### src/rtl/serial_sub.sv
// Digit-serial subtractor: a - b - borrowIn over WIDTH bits, DIGIT bits per clock,
// with start/busy/done handshake and borrow, signed-overflow and zero flags.
module serial_sub #(
  parameter int WIDTH = 16,
  parameter int DIGIT = 4
) (
  input  logic             clk,
  input  logic             resetN,
  input  logic             start,
  input  logic [WIDTH-1:0] a,
  input  logic [WIDTH-1:0] b,
  input  logic             borrowIn,
  output logic             busy,
  output logic             done,
  output logic [WIDTH-1:0] diff,
  output logic             borrowOut,
  output logic             overflow,
  output logic             zero
);

  localparam int N  = WIDTH / DIGIT;
  localparam int CW = (N > 1) ? $clog2(N) : 1;
  localparam logic [WIDTH-1:0] DMASK = {WIDTH{1'b1}} >> (WIDTH - DIGIT);

  typedef enum logic [1:0] {IDLE, RUN, DONE} state_t;

  state_t           state_reg;
  logic [WIDTH-1:0] a_reg, b_reg, res_reg;
  logic             borrow_reg;
  logic [CW-1:0]    cnt_reg;

  int               base;
  logic [DIGIT-1:0] a_dig, b_dig;
  logic [DIGIT:0]   dsub;
  logic [WIDTH-1:0] res_next;
  logic             borrow_next;
  logic             last_digit;
  logic             ovf_next;

  // One DIGIT-wide borrow chain; the digit is picked out by shifting, not by a wide mux tree
  always_comb begin
    base        = int'(cnt_reg) * DIGIT;
    a_dig       = DIGIT'(a_reg >> base);
    b_dig       = DIGIT'(b_reg >> base);
    dsub        = {1'b0, a_dig} - {1'b0, b_dig} - {{DIGIT{1'b0}}, borrow_reg};
    borrow_next = dsub[DIGIT];
    res_next    = (res_reg & ~(DMASK << base)) | (WIDTH'(dsub[DIGIT-1:0]) << base);
    last_digit  = (cnt_reg == CW'(N - 1));
    ovf_next    = (a_reg[WIDTH-1] ^ b_reg[WIDTH-1]) & (res_next[WIDTH-1] ^ a_reg[WIDTH-1]);
  end

  always_ff @(posedge clk) begin
    if (!resetN) begin
      state_reg  <= IDLE;
      a_reg      <= '0;
      b_reg      <= '0;
      res_reg    <= '0;
      borrow_reg <= 1'b0;
      cnt_reg    <= '0;
      busy       <= 1'b0;
      done       <= 1'b0;
      diff       <= '0;
      borrowOut  <= 1'b0;
      overflow   <= 1'b0;
      zero       <= 1'b0;
    end else begin
      case (state_reg)
        IDLE, DONE: begin
          done <= 1'b0;
          if (start) begin
            state_reg  <= RUN;
            a_reg      <= a;
            b_reg      <= b;
            borrow_reg <= borrowIn;
            res_reg    <= '0;
            cnt_reg    <= '0;
            busy       <= 1'b1;
          end else begin
            state_reg <= IDLE;
            busy      <= 1'b0;
          end
        end
        RUN: begin
          res_reg    <= res_next;
          borrow_reg <= borrow_next;
          cnt_reg    <= cnt_reg + 1'b1;
          if (last_digit) begin
            state_reg <= DONE;
            busy      <= 1'b0;
            done      <= 1'b1;
            diff      <= res_next;
            borrowOut <= borrow_next;
            overflow  <= ovf_next;
            zero      <= (res_next == '0);
          end
        end
        default: begin
          state_reg <= IDLE;
          busy      <= 1'b0;
          done      <= 1'b0;
        end
      endcase
    end
  end

endmodule

### config.mk
export PLATFORM = sky130hd
export DESIGN_NAME = serial_sub
export DESIGN_NICKNAME = d
export VERILOG_FILES = /design/src/rtl/serial_sub.sv
export SDC_FILE = /design/constraint.sdc
export NUM_CORES = 1
export LEC_CHECK = 0
export ABC_CLOCK_PERIOD_IN_PS = 4000
export CELL_PAD_IN_SITES_DETAIL_PLACEMENT = 1
export CELL_PAD_IN_SITES_GLOBAL_PLACEMENT = 1
export CORE_ASPECT_RATIO = 0.6
export CORE_UTILIZATION = 39
export CTS_CLUSTER_SIZE = 24
export DETAILED_ROUTE_END_ITERATION = 10
export MAX_ROUTING_LAYER = met4
export PLACE_DENSITY_LB_ADDON = 0.2
export SLEW_MARGIN = 20
export SYNTH_ARGS = -nofsm -noshare
export SYNTH_HDL_FRONTEND = slang
export SYNTH_SLANG_ARGS = --single-unit
### constraint.sdc
create_clock -name clk -period 4 [get_ports clk]
set_input_delay 1.2 -clock clk [delete_from_list [all_inputs] [get_ports clk]]
set_output_delay 1.2 -clock clk [all_outputs]
set_load 0.005 [all_outputs]
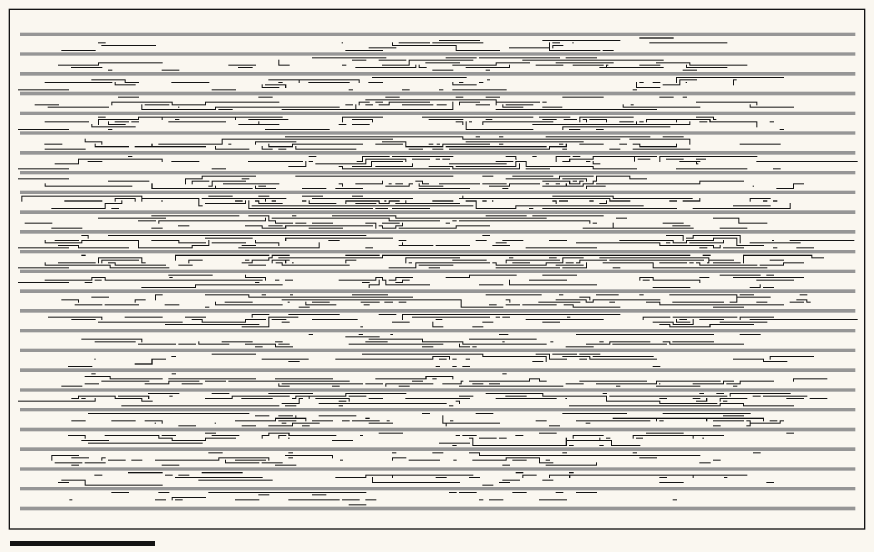
(images/layer_met1.png)
Scale bar: 20 um. Supply wires on this layer in gray.
wire length on this layer: 4580 um
main direction: horizontal
share of all routed wire: 51%

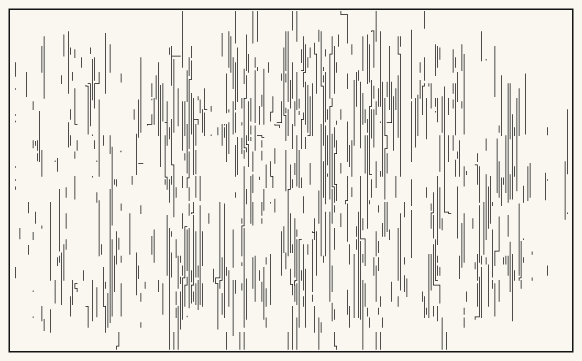
(images/layer_met2.png)
longest straight run: 27.9 um
nets with wire on the layer: 381
main direction: vertical

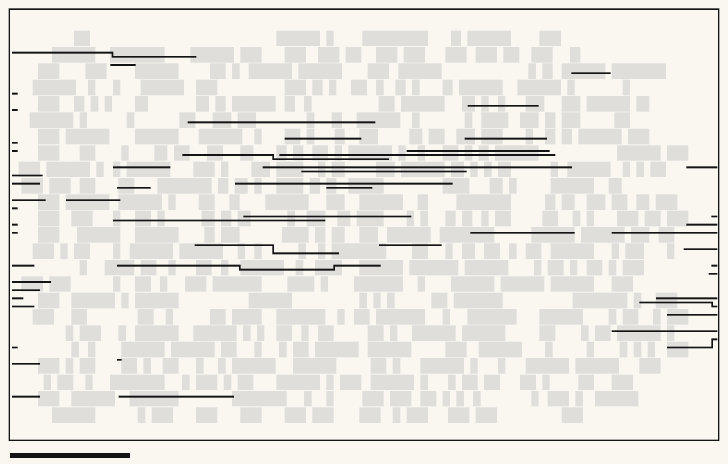
(images/layer_met3.png)
Scale bar: 20 um.
longest straight run: 51.1 um
wire length on this layer: 677 um
nets with wire on the layer: 45
main direction: horizontal

==> impl_metrics.env <==
# yosys + openroad results
export IMPL_pwr_share_comb=0.147
export IMPL_r2r_start="cnt_reg[0]$_SDFFE_PN0P_"
export IMPL_worstSetupStartpointType="flop"
export IMPL_power_density_nw_per_um2=447.5
export IMPL_status="complete, no violations"
export IMPL_htreeDepth=3
export IMPL_crit_buf_inv=0
export IMPL_cp_startpoint="cnt_reg[0]$_SDFFE_PN0P_"
export IMPL_hp_start="res_reg[6]$_SDFFE_PN0P_"
export IMPL_use_met1=0.3469
export IMPL_fin_tns_setup_ns=0
export IMPL_fp_util=0.4163
export IMPL_busiest_layer="met1"
export IMPL_port_buffers=56
export IMPL_adder_share=0.04484
export IMPL_place_area_um2=3780
export IMPL_switchingPower_mw=0.4685
export IMPL_cts_made_buffers=9
export IMPL_wl_per_cell_um=17.60
export IMPL_power_mw=1.827
export IMPL_grt_util_all_layers=0.2458
export IMPL_crit_type="flop to flop"
export IMPL_wl_mm=8.993
export IMPL_cts_sinks=70
export IMPL_ys_seq_frac=0.4484
export IMPL_worstPathArrival_ns=3.64
export IMPL_syn_inst=352
export IMPL_synthAoiAreaFrac=0.2106
export IMPL_antenna_found_initial=0
export IMPL_area_growth_synth_to_final_pct=30.58
export IMPL_ys_warn_count=0
export IMPL_holdWs_ns=0.4603
export IMPL_ys_types=37
export IMPL_top_layer_used="met4"
export IMPL_drtPass1Iterations=4
export IMPL_async_flop_share=0
export IMPL_grt_max_degree=35
export IMPL_wirelength_met1_mm=4.580
export IMPL_synthDominantCellAreaShare=0.4484
export IMPL_crit_fanout=9
export IMPL_clockRootBuffer="clkbuf_16"
export IMPL_drv_slew=0
export IMPL_seq_area_frac=0.3433
export IMPL_critical_path_top_delay_family="adder cells"
export IMPL_drc_errors=0
export IMPL_hold_depth=2
export IMPL_wl_met2_mm=3.630
export IMPL_die_area_um2=8388
export IMPL_simple_gate_area_frac=0.1829
export IMPL_worst_pin_slew_ns=0.7323
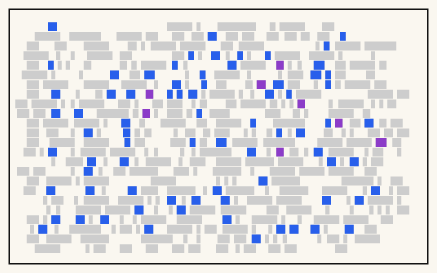
(images/logic_types.png)
| family | color | cells |
|---|---|---|
| AND and OR gates | purple | 8 |
| inverting AOI/OAI gates | blue | 75 |

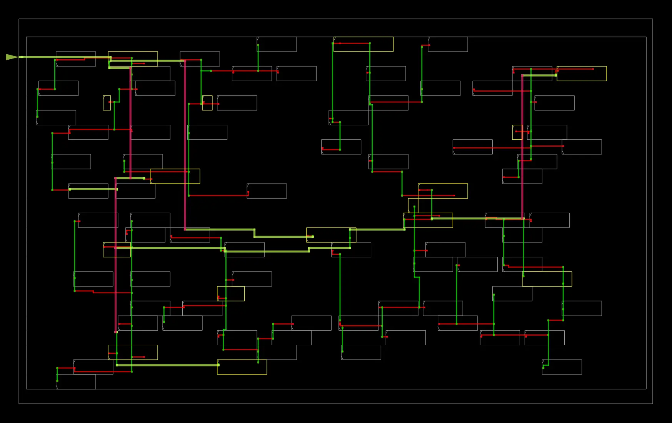
(images/clocks.png)
FF+latch count: 70
CLK BUF: 12
Worst Skew: 0.006746 ns

